===== src/rtl/operand_loader.sv =====
// ============================================================================
// Module      : operand_loader
// Description : Captures two adder operands from sw on rising edges of load.
// Revision    : 1.0 - initial release
// ============================================================================
`default_nettype none

module operand_loader #(
  parameter int WIDTH = 9
) (
  input  logic             clk,
  input  logic             reset,
  input  logic [WIDTH-1:0] sw,
  input  logic             load,
  input  logic             clear,
  output logic [WIDTH-1:0] a,
  output logic [WIDTH-1:0] b,
  output logic             valid,
  output logic [1:0]       phase
);

  localparam logic [1:0] c_LOAD_A = 2'b00;
  localparam logic [1:0] c_LOAD_B = 2'b01;
  localparam logic [1:0] c_READY  = 2'b10;

  logic [1:0]       state_q, state_d;
  logic [WIDTH-1:0] a_q, a_d;
  logic [WIDTH-1:0] b_q, b_d;
  logic             valid_q, valid_d;
  logic             load_q;
  logic             w_load_evt;

  assign w_load_evt = load & ~load_q;

  // load_q resets high so a load held through reset needs a fresh rising edge.
  always_ff @(posedge clk) begin
    if (reset) begin
      state_q <= c_LOAD_A;
      a_q     <= '0;
      b_q     <= '0;
      valid_q <= 1'b0;
      load_q  <= 1'b1;
    end else begin
      state_q <= state_d;
      a_q     <= a_d;
      b_q     <= b_d;
      valid_q <= valid_d;
      load_q  <= load;
    end
  end

  always_comb begin
    state_d = state_q;
    a_d     = a_q;
    b_d     = b_q;
    if (clear) begin
      state_d = c_LOAD_A;
      a_d     = '0;
      b_d     = '0;
    end else if (w_load_evt) begin
      case (state_q)
        c_LOAD_A: begin
          a_d     = sw;
          state_d = c_LOAD_B;
        end
        c_LOAD_B: begin
          b_d     = sw;
          state_d = c_READY;
        end
        c_READY: begin
          a_d     = sw;
          state_d = c_LOAD_B;
        end
        default: state_d = c_LOAD_A;
      endcase
    end
    valid_d = (state_d == c_READY);
  end

  always_comb begin
    a     = a_q;
    b     = b_q;
    valid = valid_q;
    phase = state_q;
  end

endmodule

`default_nettype wire


===== config.mk =====
export PLATFORM = sky130hd
export DESIGN_NAME = operand_loader
export DESIGN_NICKNAME = d
export VERILOG_FILES = /design/src/rtl/operand_loader.sv
export SDC_FILE = /design/constraint.sdc
export NUM_CORES = 1
export LEC_CHECK = 0
export ABC_AREA = 1
export CORE_MARGIN = 1.5
export CORE_UTILIZATION = 43
export CTS_CLUSTER_DIAMETER = 200
export CTS_CLUSTER_SIZE = 30
export DETAILED_ROUTE_END_ITERATION = 12
export PLACE_DENSITY = 0.84
export SYNTH_ARGS = -nofsm -noshare
export SYNTH_HDL_FRONTEND = slang
export SYNTH_SLANG_ARGS = --single-unit

===== constraint.sdc =====
create_clock -name clk -period 1.32 [get_ports clk]
set_clock_uncertainty 0.1 [all_clocks]
set_input_delay 0.33 -clock clk [delete_from_list [all_inputs] [get_ports clk]]
set_output_delay 0.33 -clock clk [all_outputs]
set_load 0.01 [all_outputs]

Figure 1. Clock nets.
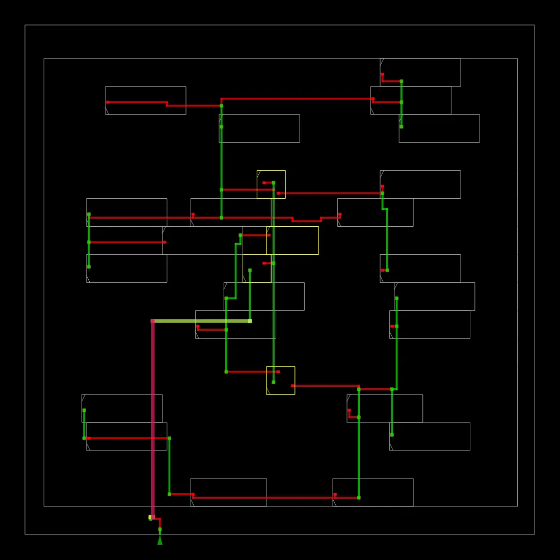
# clock sinks: 22
CTS buffer count: 3
Power Clock: 0.377 mW

Figure 2. Wiring by layer.
The bar under the picture is 10 µm long.
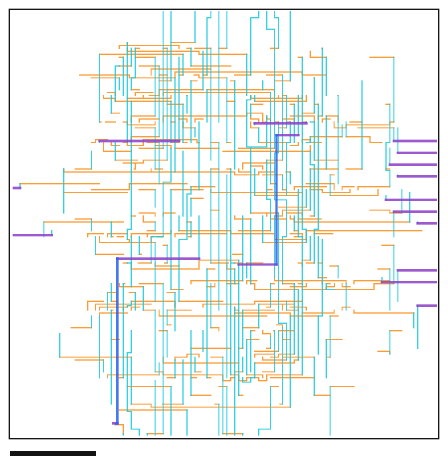
legend:
  purple:
    layer: M3
    wire_length: 81.0 µm
  cyan:
    layer: M2
    wire_length: 1110 µm
  orange:
    layer: M1
    wire_length: 938 µm
  blue:
    layer: M4
    wire_length: 34.0 µm
vias post-DR: 896
WL final: 2170 µm

Figure 3. Pin placement.
Pins as bars across the die edge, other pins in gray.
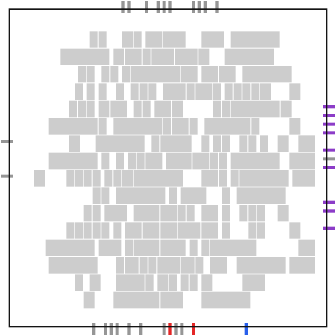
legend:
  red:
    port: `phase`
    pins: 2
    direction: output
    edge: bottom
  blue:
    port: `valid`
    pins: 1
    direction: output
    edge: bottom
  purple:
    port: `b`
    pins: 9
    direction: output
    edge: right

==> results.json <==
{
  "status": "completed",
  "fp.coreArea_mm2": 0.00200,
  "cp_slowest_cell": "dfxtp_2",
  "crit_path_max_fanout": 2,
  "ant_nets": 0,
  "period_used_pct": 97.7,
  "die_x_um": 49.5,
  "cts_hold_buf": 0,
  "r2r_end": "valid",
  "r2r-start": "phase[0]",
  "hold_viol_final": 0,
  "max_cap_viol_count": 0,
  "ir_drop_mv": 0.530,
  "final_cells": 199,
  "syn2layout_area_growth_pct": 41.5,
  "root_buffer": "clkbuf_4",
  "wl_per_cell_um": 10.9,
  "top_area_cell": "dfxtp_1",
  "final_util_pct": 65.7,
  "mux_share_pct": 0,
  "path_cells": "clkdlybuf4s15_2",
  "drt-initial-drc-count": 17,
  "min_path_cells": 2,
  "end_kind": "primary output",
  "logic_area_um2": 400,
  "top_cell_area_share_pct": 47.4,
  "grtUsageTotal_pct": 17.1,
  "row_count": 16,
  "warnings": 26,
  "clockBufferDepth": 2,
  "drv_slew": 0,
  "synth_area_um2": 930,
  "period_needed_ns": 1.29,
  "p_leak_nw": 0.654,
  "yosysUniqueCellTypes": 13,
  "simple_gate_area_share_pct": 42.0,
  "max_stage_delay_ns": 0.35,
  "holdCritStartpoint": "load",
  "synth_flops": 22,
  "reg2reg_depth": 7,
  "arrival_ns": 0.86,
  "drt_pre_antenna_iters": 4,
  "die_h_um": 49.5,
  "cp.required_ns": 0.89,
  "min_to": "load_q",
  "ys_seq_share_pct": 47.4,
  "grt_max_degree": 21,
  "synth-xor-area-share_pct": 0,
  "gp_congestion": 0.755,
  "grt_pass1_wl_um": 3260,
  "finalPower_mw": 1.19,
  "grt_overflow": 0,
  "viasPerCell": 4.50,
  "hpwl_um": 1530,
  "cts_max_level": 1,
  "endpoint": "b[3]",
  "drcViolationCount": 0,
  "postSynthNetCount": 143,
  "crit_buf_inv": 1,
  "critPathLaunch": "b[3]",
  "rrSetupSlack_ns": 0.12,
  "ys_cells": 130,
  "cp.depth": 1,
  "critPathLaunchType": "flip-flop",
  "fa_ha_area_share_pct": 0,
  "first_global_vias": 780,
  "path_delay_family": "flip-flops",
  "whs_ns": 0.194,
  "yosysChipArea_um2": 930,
  "lay_top_cells": "37 x nor2_1, 35 x nand2_1, 19 x dfxtp_2",
  "yosys_warnings": 0,
  "port_buffers": 33,
  "tightest_slew_ns": 0.221,
  "lay_top_count": "nor2_1",
  "power_density_mw_per_mm2": 901,
  "worstHoldPathType": "input port to flip-flop",
  "top_cells_by_area": "dfxtp_1 47%, nor2_1 15%, nand2_1 14%",
  "antenna_found_initial": 0,
  "fp_util_pct": 46.4,
  "netlist_logic_family_top": "simple AND/OR/NAND/NOR gates",
  "seqCellArea_um2": 464,
  "cts_tree": "yes",
  "max_freq_ghz": 0.775,
  "avgSynthCellArea_um2": 7.15,
  "chip_area_mm2": 0.00245
}
final cells by class:
| class | instances | share of cell area (%) |
|---|---|---|
| flip-flops and latches | 22 | 35.3 |
| well taps | 27 | 2.57 |
| repair buffers | 43 | 24.6 |
| clock buffers | 4 | 2.76 |
| inverters | 15 | 4.28 |
| multi-input cells | 88 | 30.4 |
registers in the layout, summed over array words and instances (netlist names):
signal	flops
valid	1
b	9
load_q	1
phase	2
a	9
timing repair:
item,CTS,global route
setup endpoints to repair,21,33
buffers inserted,0,5
gates resized,68,32
logic make-up (layout without fill, tap and decap cells):
| kind of cell | Yosys count | after routing |
|---|---|---|
| compound gates | 1 | 1 |
| simple gates | 87 | 87 |
| flops | 22 | 22 |
| buf+inv | 20 | 62 |
stage by stage:
step	setup TNS (ns)	setup slack, ns	cell area (µm²)
after global placement	-4.73	-0.275	1290
after CTS	0	0.000843	1360
after floorplan	0	0.250	930
final	0	0.0305	1320
after global routing	-0.00462	-0.00462	1320
after detailed placement	-5.18	-0.301	1290
routing by layer:
| layer | routed length (µm) | up-vias | global-route usage [%] |
|---|---|---|---|
| li1 | - | 468 | - |
| met1 | 938 | 404 | 19.7 |
| met2 | 1110 | 20 | 31.1 |
| met3 | 80 | 4 | 2.12 |
| met4 | 34 | 0 | 8.33 |
| met5 | 0 | - | 0 |
power by group:
group / leakage (nW) / internal [mW] / switching (mW) / total (mW)
registers: 0.187 / 0.674 / 0.00551 / 0.679
clock network: 0.0210 / 0.168 / 0.209 / 0.377
logic: 0.446 / 0.0659 / 0.0625 / 0.128
synth_stat cells (all sizes together):
master / instances
dfxtp: 22
buf: 5
nor2: 41
nand2: 36
nand3b: 9
or2: 1
inv: 15
a21oi: 1
Power is estimated from default activity; no workload was simulated.
